$ cat src/rtl/alu_pkg.sv
// ----------------------------------------------------------------------------
// alu_pkg
// Shared constants and types for the ALU datapath blocks.
//   ALU_W      : datapath operand width (8)
//   MUL_CNT_W  : multiplier iteration counter width (log2 ALU_W)
//   MUL_P_W    : multiplier product / partial-product register width (16)
//   mul_state_t: sequential multiplier control states
// ----------------------------------------------------------------------------
package alu_pkg;

    localparam int ALU_W     = 8;
    localparam int MUL_CNT_W = 3;
    localparam int MUL_P_W   = 16;

    typedef enum logic [1:0] {
        IDLE = 2'd0,
        CALC = 2'd1,
        DONE = 2'd2
    } mul_state_t;

endpackage

$ cat src/rtl/csa_8.sv
// ----------------------------------------------------------------------------
// csa_8
// 8-bit carry-select adder: {cout_o, sum_o} = a_i + b_i + cin_i.
// The upper nibble is precomputed for both carry-in values and selected by
// the carry out of the lower nibble.
// Ports:
//   a_i, b_i   in  [7:0]  addends
//   cin_i      in         carry in
//   sum_o      out [7:0]  sum
//   cout_o     out        carry out of bit 7
//   prevout_o  out        carry into bit 7 (for signed overflow = cout^prevout)
// ----------------------------------------------------------------------------
module csa_8 (
    input  logic [7:0] a_i,
    input  logic [7:0] b_i,
    input  logic       cin_i,
    output logic [7:0] sum_o,
    output logic       cout_o,
    output logic       prevout_o
);

    logic [4:0] lo;
    logic [4:0] hi0;
    logic [4:0] hi1;

    assign lo  = {1'b0, a_i[3:0]} + {1'b0, b_i[3:0]} + {4'b0000, cin_i};
    assign hi0 = {1'b0, a_i[7:4]} + {1'b0, b_i[7:4]};
    assign hi1 = {1'b0, a_i[7:4]} + {1'b0, b_i[7:4]} + 5'd1;

    assign sum_o[3:0] = lo[3:0];
    assign sum_o[7:4] = lo[4] ? hi1[3:0] : hi0[3:0];
    assign cout_o     = lo[4] ? hi1[4]   : hi0[4];

    // Carry into the MSB recovered from the MSB sum bit: s7 = a7 ^ b7 ^ c7.
    assign prevout_o  = a_i[7] ^ b_i[7] ^ sum_o[7];

endmodule

$ cat src/rtl/mult_8_seq.sv
// ----------------------------------------------------------------------------
// mult_8_seq
// Sequential 8x8 unsigned shift-and-add multiplier (ALU multiply path).
// One csa_8 instance performs one partial-product addition per cycle;
// an operation takes 8 CALC cycles plus one DONE cycle (one op per 10 cycles).
// Ports:
//   clk      in          rising-edge clock
//   rst_n    in          asynchronous active-low reset
//   start    in          request, accepted only on an edge where ready=1
//   a, b     in  [7:0]   multiplicand / multiplier, sampled on the accepting edge
//   ready    out         high in IDLE only
//   busy     out         high in CALC and DONE
//   done     out         one-cycle pulse, product valid
//   product  out [15:0]  registered a*b, held until the next accepted start
//   ovf      out         (MULT_OVF_EN only) |product[15:8], registered with product
// Build option: define MULT_OVF_EN to add the ovf port and its register.
// Handshake: start is sampled on a rising edge; it is taken only when ready
// is high on that edge, otherwise it is dropped (never queued).
// ----------------------------------------------------------------------------
module mult_8_seq
    import alu_pkg::*;
#(
    parameter int W     = ALU_W,
    parameter int CNT_W = MUL_CNT_W
) (
    input  logic             clk,
    input  logic             rst_n,
    input  logic             start,
    input  logic [W-1:0]     a,
    input  logic [W-1:0]     b,
    output logic             ready,
    output logic             busy,
    output logic             done,
    output logic [2*W-1:0]   product
`ifdef MULT_OVF_EN
    ,
    output logic             ovf
`endif
);

    localparam logic [CNT_W-1:0] LAST = CNT_W'(W - 1);

    mul_state_t       state_q, state_d;
    logic [CNT_W-1:0] cnt_q, cnt_d;
    logic [W-1:0]     m_q, m_d;
    logic [2*W-1:0]   p_q, p_d;
    logic [2*W-1:0]   prod_q, prod_d;
    logic [2*W-1:0]   p_next;
    logic [W-1:0]     add_sum;
    logic             add_cout;

    // Upper half of P plus the multiplicand; the carry becomes the new P[15].
    csa_8 u_csa (
        .a_i       (p_q[2*W-1:W]),
        .b_i       (m_q),
        .cin_i     (1'b0),
        .sum_o     (add_sum),
        .cout_o    (add_cout),
        .prevout_o ()
    );

    // Add M when the current multiplier LSB is set, then shift right by one.
    assign p_next = p_q[0] ? {add_cout, add_sum, p_q[W-1:1]}
                           : {1'b0, p_q[2*W-1:W], p_q[W-1:1]};

    always_comb begin
        state_d = state_q;
        cnt_d   = cnt_q;
        m_d     = m_q;
        p_d     = p_q;
        prod_d  = prod_q;
        case (state_q)
            IDLE: begin
                if (start) begin
                    state_d = CALC;
                    m_d     = a;
                    p_d     = {{W{1'b0}}, b};
                    cnt_d   = '0;
                end
            end
            CALC: begin
                p_d   = p_next;
                cnt_d = cnt_q + CNT_W'(1);
                if (cnt_q == LAST) begin
                    state_d = DONE;
                    prod_d  = p_next;
                end
            end
            DONE: begin
                state_d = IDLE;
            end
            default: begin
                state_d = IDLE;
            end
        endcase
    end

    always_ff @(posedge clk or negedge rst_n) begin
        if (!rst_n) begin
            state_q <= IDLE;
            cnt_q   <= '0;
            m_q     <= '0;
            p_q     <= '0;
            prod_q  <= '0;
        end else begin
            state_q <= state_d;
            cnt_q   <= cnt_d;
            m_q     <= m_d;
            p_q     <= p_d;
            prod_q  <= prod_d;
        end
    end

    assign ready   = (state_q == IDLE);
    assign busy    = (state_q != IDLE);
    assign done    = (state_q == DONE);
    assign product = prod_q;

`ifdef MULT_OVF_EN
    logic ovf_q, ovf_d;

    // Tracks product: updated only on the edge that writes the final result.
    always_comb begin
        ovf_d = ovf_q;
        if (state_q == CALC && cnt_q == LAST) begin
            ovf_d = |p_next[2*W-1:W];
        end
    end

    always_ff @(posedge clk or negedge rst_n) begin
        if (!rst_n) begin
            ovf_q <= 1'b0;
        end else begin
            ovf_q <= ovf_d;
        end
    end

    assign ovf = ovf_q;
`endif

endmodule

$ cat config.mk
export PLATFORM = sky130hd
export DESIGN_NAME = mult_8_seq
export DESIGN_NICKNAME = d
export VERILOG_FILES = /design/src/rtl/alu_pkg.sv /design/src/rtl/csa_8.sv /design/src/rtl/mult_8_seq.sv
export SDC_FILE = /design/constraint.sdc
export NUM_CORES = 1
export LEC_CHECK = 0
export CAP_MARGIN = 20
export CORE_ASPECT_RATIO = 0.8
export CORE_MARGIN = 2
export CORE_UTILIZATION = 35
export DETAILED_ROUTE_END_ITERATION = 7
export GPL_TIMING_DRIVEN = 0
export PLACE_DENSITY = 0.64
export SYNTH_ARGS = -nofsm -noshare
export SYNTH_HDL_FRONTEND = slang
export SYNTH_SLANG_ARGS = --single-unit
$ cat constraint.sdc
create_clock -name clk -period 3.45 [get_ports clk]
set_input_delay 0.8625 -clock clk [delete_from_list [all_inputs] [get_ports clk]]
set_output_delay 0.8625 -clock clk [all_outputs]
set_load 0.01 [all_outputs]
run_1/layer_met3.png
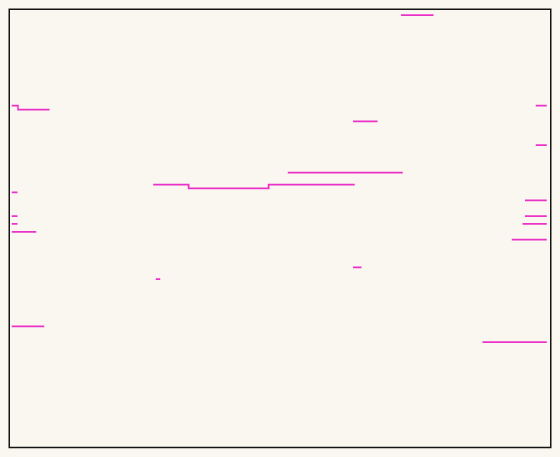
- longest straight run: 19.6 µm
- share of all routed wire: 2.4%
- main direction: horizontal
- wire length on this layer: 114 µm
- nets with wire on the layer: 15

run_1/power_grid.png
Bar = 20 µm. Pins as bars on the die edge.
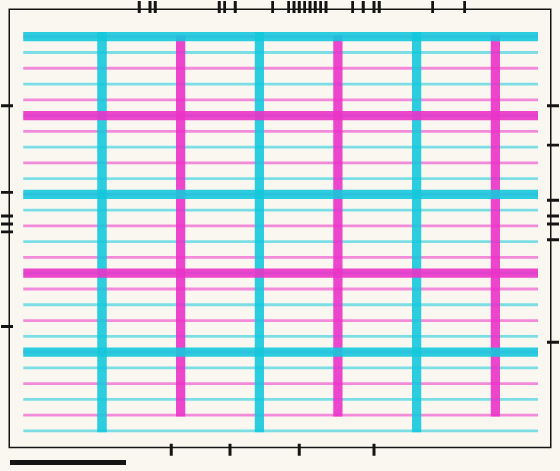
- VDD: magenta
- VSS: cyan
- met5 straps: 5
- met1 rails: 26
- met4 straps: 6

run_1/layer_met2.png
Bar = 20 µm.
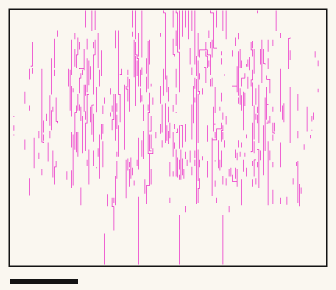
- wire length on this layer: 1950 µm
- nets with wire on the layer: 232
- longest straight run: 36.7 µm
- share of all routed wire: 42%
- main direction: vertical

run 1: synth_stat cells (all sizes together), types with 2 or more instances:
master / count
mux2: 17
nor2b: 2
o31ai: 2
ha: 11
fa: 2
nand3: 14
nor2: 4
buf: 5
a21oi: 5
nand2b: 3
nand2: 24
a21o: 2
inv: 12
mux2i: 13
xnor2: 4
clkbuf: 4
xor2: 2
o21ai: 25
dfrtp: 45
run 1: layout by cell type, fill, tap and decap left out, drive strengths merged, types with 2 or more instances in the layout:
cell,instances
o21ai,25
xnor2,4
nor2b,2
fa,2
o31ai,2
nand2,24
a21oi,5
inv,12
dfrtp,45
mux2,17
nand2b,3
xor2,2
clkdlybuf4s50,36
buf,7
mux2i,13
clkbuf,9
ha,11
a21o,2
nor2,4
nand3,14
run 1: power by group through the flow:
stage / clock network, mW / logic (mW) / registers (mW)
5_1_grt: 0.427 / 1.58 / 0.973
4_1_cts: 0.400 / 1.41 / 0.939
6_report: 0.389 / 1.40 / 0.937
3_3_place_gp: 0 / 1.38 / 0.942
3_5_place_dp: 0 / 1.40 / 0.950
2_1_floorplan: 0 / 0.914 / 0.953
run 1: through the flow:
step,instance area (µm²),std cells,power (mW),utilization [%],hold slack [ns]
after detailed placement,2710,322,2.35,44.9,0.473
after global routing,2820,329,2.98,46.7,0.392
final,2820,329,2.73,46.7,0.389
after floorplan,2230,203,1.87,-,0.467
after global placement,2700,321,2.32,44.7,0.463
after CTS,2820,329,2.75,46.7,0.388
run 1: cells by family after synthesis:
kind of cell | count (synthesis) | share of synthesized area (%)
compound gates | 37 | 9.72
xor+xnor | 6 | 2.36
fa+ha+maj | 13 | 7.98
buf+inv | 21 | 3.71
flops | 45 | 50.6
mux | 30 | 14.4
simple gates | 51 | 11.2
==> results.cfg, run 1 <==
; implementation run metrics
[clock_network]
cts_sinks = 45
holdBufCountCts = 0
cts_tree = built
clk_latency_ns = 0.30
clk_pin_slew_ns = 0.08
htreeDepth = 2

[power_and_ir_drop]
power.switching_mw = 1.05
power.density_mw_per_mm2 = 968
switching_share_pct = 38.5
ir_drop_v = 0.000342
power.share.combinational_pct = 51.4
seqPwrFrac_pct = 34.4

[route]
drt_first_pass_iters = 4
vias = 1605
ant_nets = 0
wl_met2_um = 1950
wl_per_cell_um = 14.3
m1WireLength_um = 2550
top_layer = met4
wirelength_um = 4690
viasPerCell = 4.88

[setup_path]
crit_type = reg -> reg
r2r_setup_slack_ns = 0.98
crit_start = p_q[12]$_DFFE_PN0P_
r2r_cells = 10
crit_buf_inv = 3
worstPathMaxFanout = 3
endpoint = p_q[15]$_DFFE_PN0P_
path_common_cell = inv_1
cp_cell_sequence = ha_1 -> inv_1 -> fa_1 -> inv_1 -> ha_1 -> inv_1 -> a211oi_2 -> or4b_1 -> xnor2_1 -> o21ai_1

[timing]
min_period_ns = 2.47
setup_tns_ns = 0
drv_slew = 0
setup_slack_ns = 0.980
finalCritPeriodShare_pct = 71.6

[floorplanning]
rows = 25
die_area_mm2 = 0.00702

[synthesis]
syn_nets = 235
ys.flops = 45
yosysWarnings = 0
synth-edff-count = 0
ys_types = 30
top_cell_area_share_pct = 50.6
ys_seq_share_pct = 50.6
yosys_cells = 203
synthFlopType = dfrtp_1

[grt]
use_met1_pct = 23.0
grt_max_degree = 40
gr-total-overflow = 0
grt-busiest-layer = met1
grt_usage_pct = 14.8
first_global_vias = 1558

[cells_and_area]
post_route_cells_drive_above_1_share_pct = 13.7
logic_area_mm2 = 0.00102
seq_cells = 45
seq_area_share_pct = 40.0
antenna_cells = 0
largestClassByArea = flip-flops and latches
area_growth_pct = 26.5
regArea_mm2 = 0.00113
clkCellAreaFrac_pct = 3.69

[run_status]
status = completed

[flow_run]
cap_violations = 0

[worst_hold_path]
hold_class = in -> async

[placement]
place_ws_ns = 0.913
gp_congestion = 0.785
placement.io_buffers = 37
run_1/wires.png
Bar = 20 µm. Only two layers are drawn.
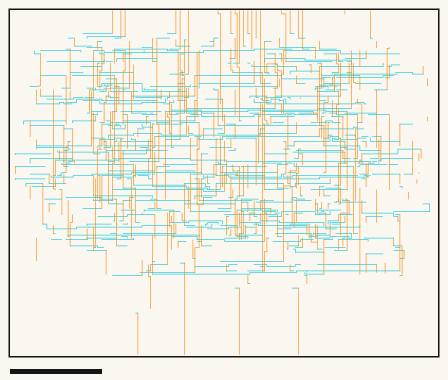

==> inputs of run 2 (changes only) <==
- PLACE_DENSITY: 0.64 -> 0.66
- clock period: 3.45 -> 2.1 ns (I/O delays scaled with it)
run_2/wires.png
Bar = 20 µm. Only two layers are drawn.
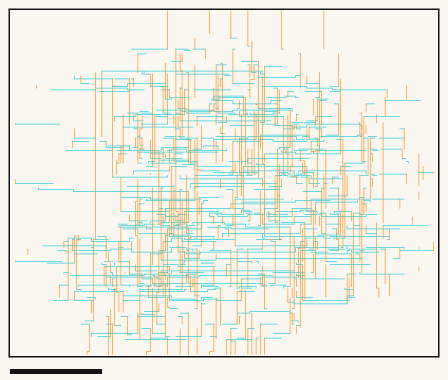
- metal 2: orange (wire length 2160 µm)
- metal 1: cyan (wire length 2410 µm)

run_2/clocks.png
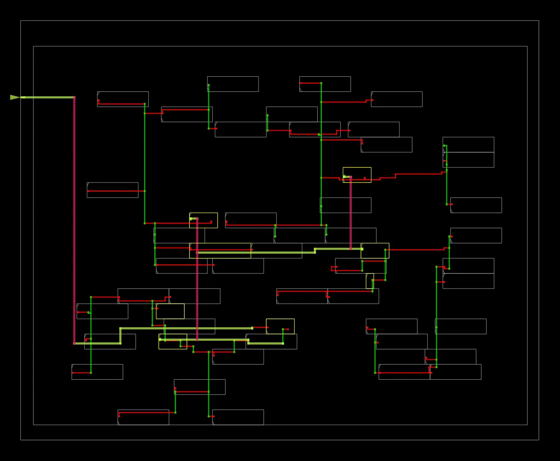
CTS Sinks: 45
CTS Buf Count: 5
seq_cells: 45
clock skew: 0.00720 ns
clock latency on the worst-skew pair: 0.31 ns

==> results.cfg, run 2 <==
; implementation run metrics
[cells_and_area]
final_area_mm2 = 0.00299
logic_area_mm2 = 0.00113
regArea_mm2 = 0.00113
post_route_cells_drive_above_1_share_pct = 22.4
final_cell_mix = dfrtp_1 (45), clkdlybuf4s50_1 (36), nand2_1 (24)
antenna_cells = 0
final_common_cell = dfrtp_1
area_growth_pct = 34.2

[synthesis]
ys_types = 30
syn_nets = 235
top_cell_area_share_pct = 50.6
netlist_instances = 203
yosys_cells = 203
synth-edff-count = 0
synthFlopType = dfrtp_1
ys_seq_share_pct = 50.6
synth_top_cell_by_count = dfrtp_1
yosysWarnings = 0

[route]
wirelength_um = 4800
top_layer = met4
wl_per_cell_um = 14.3
m1WireLength_um = 2410
ant_nets = 0
drt_first_pass_iters = 4
wl_met2_um = 2160
viasPerCell = 4.89
vias = 1644

[power_and_ir_drop]
power.share.combinational_pct = 55.5
seqPwrFrac_pct = 30.8
power.density_mw_per_mm2 = 1690
ir_drop_v = 0.000490
power.switching_mw = 1.93
switching_share_pct = 38.4
total_power_mw = 5.03

[timing]
holdWs_ns = 0.127
finalCritPeriodShare_pct = 118
min_period_ns = 2.47
setup_viol = 5
drv_slew = 0
setup_slack_ns = -0.369

[setup_path]
crit_type = reg -> reg
crit_start = p_q[12]$_DFFE_PN0P_
endpoint = p_q[15]$_DFFE_PN0P_
r2r_setup_slack_ns = -0.37
worstPathMaxFanout = 2

[grt]
grt_usage_pct = 14.5
use_met1_pct = 19.7
first_global_vias = 1601
gr-total-overflow = 0
grt_max_degree = 31

[clock_network]
holdBufCountCts = 0
clk_pin_slew_ns = 0.09
htreeDepth = 2
cts_tree = built

[flow_run]
cap_violations = 0

[floorplanning]
die_area_mm2 = 0.00702

[run_status]
status = finished, violations left
violations = negative setup slack

[placement]
dpl-instance-area_mm2 = 0.00272
gp_congestion = 0.789
placement.io_buffers = 37

[worst_hold_path]
hold_class = in -> async
-- run 2: cell counts after synthesis --
No cell type changed its count.
-- run 2: kinds of logic (layout without fill, tap and decap cells) --
family	after synthesis	in the layout	share of synthesized area, %
and+or+nand+nor	51	51	11.2
muxes	30	30	14.4
xor gates and xnor gates	6	6	2.36
adders and majority gates	13	13	7.98
DFF	45	45	50.6
buffers and inverters	21	73	3.71
AOI/OAI and AO/OA	37	37	9.72
-- run 2: worst max-delay path, stage by stage, from the launching register on --
cell and delay (ns):
dfrtp_1 0.42, ha_4 0.18, inv_2 0.05, fa_2 0.44, inv_2 0.09, ha_4 0.13
inv_2 0.03, a211oi_2 0.23, or4b_4 0.53, xnor2_4 0.15, o21ai_1 0.14
-- run 2: cell type report --
| class | instances | area share [%] |
|---|---|---|
| Buffer | 9 | 1.26 |
| Clock buffer | 7 | 2.89 |
| Clock inverter | 1 | 1.01 |
| Inverter | 12 | 1.51 |
| Multi-Input combinational cell | 137 | 37.8 |
| Sequential cell | 45 | 37.7 |
| Tap cell | 81 | 3.39 |
| Timing Repair Buffer | 44 | 14.4 |
-- run 2: power by group through the flow --
stage	registers (mW)	clock network [mW]	logic, mW
3_3_place_gp	1.55	0	2.25
4_1_cts	1.55	0.697	2.49
6_report	1.55	0.695	2.79
2_1_floorplan	1.57	0	1.50
3_5_place_dp	1.56	0	2.30
5_1_grt	1.61	0.734	3.06
-- run 2: metrics by stage --
step	worst slack, ns	TNS [ns]	util, %	cells
final	-0.369	-0.950	49.5	336
after global routing	-0.491	-1.62	49.5	336
after CTS	-0.336	-0.994	48.0	335
after detailed placement	-0.380	-1.79	45.0	322
after global placement	-0.746	-35.57	44.7	321
after floorplan	-0.164	-0.328	-	203
Power figures rest on the tool's default switching activity, not on a simulated workload.
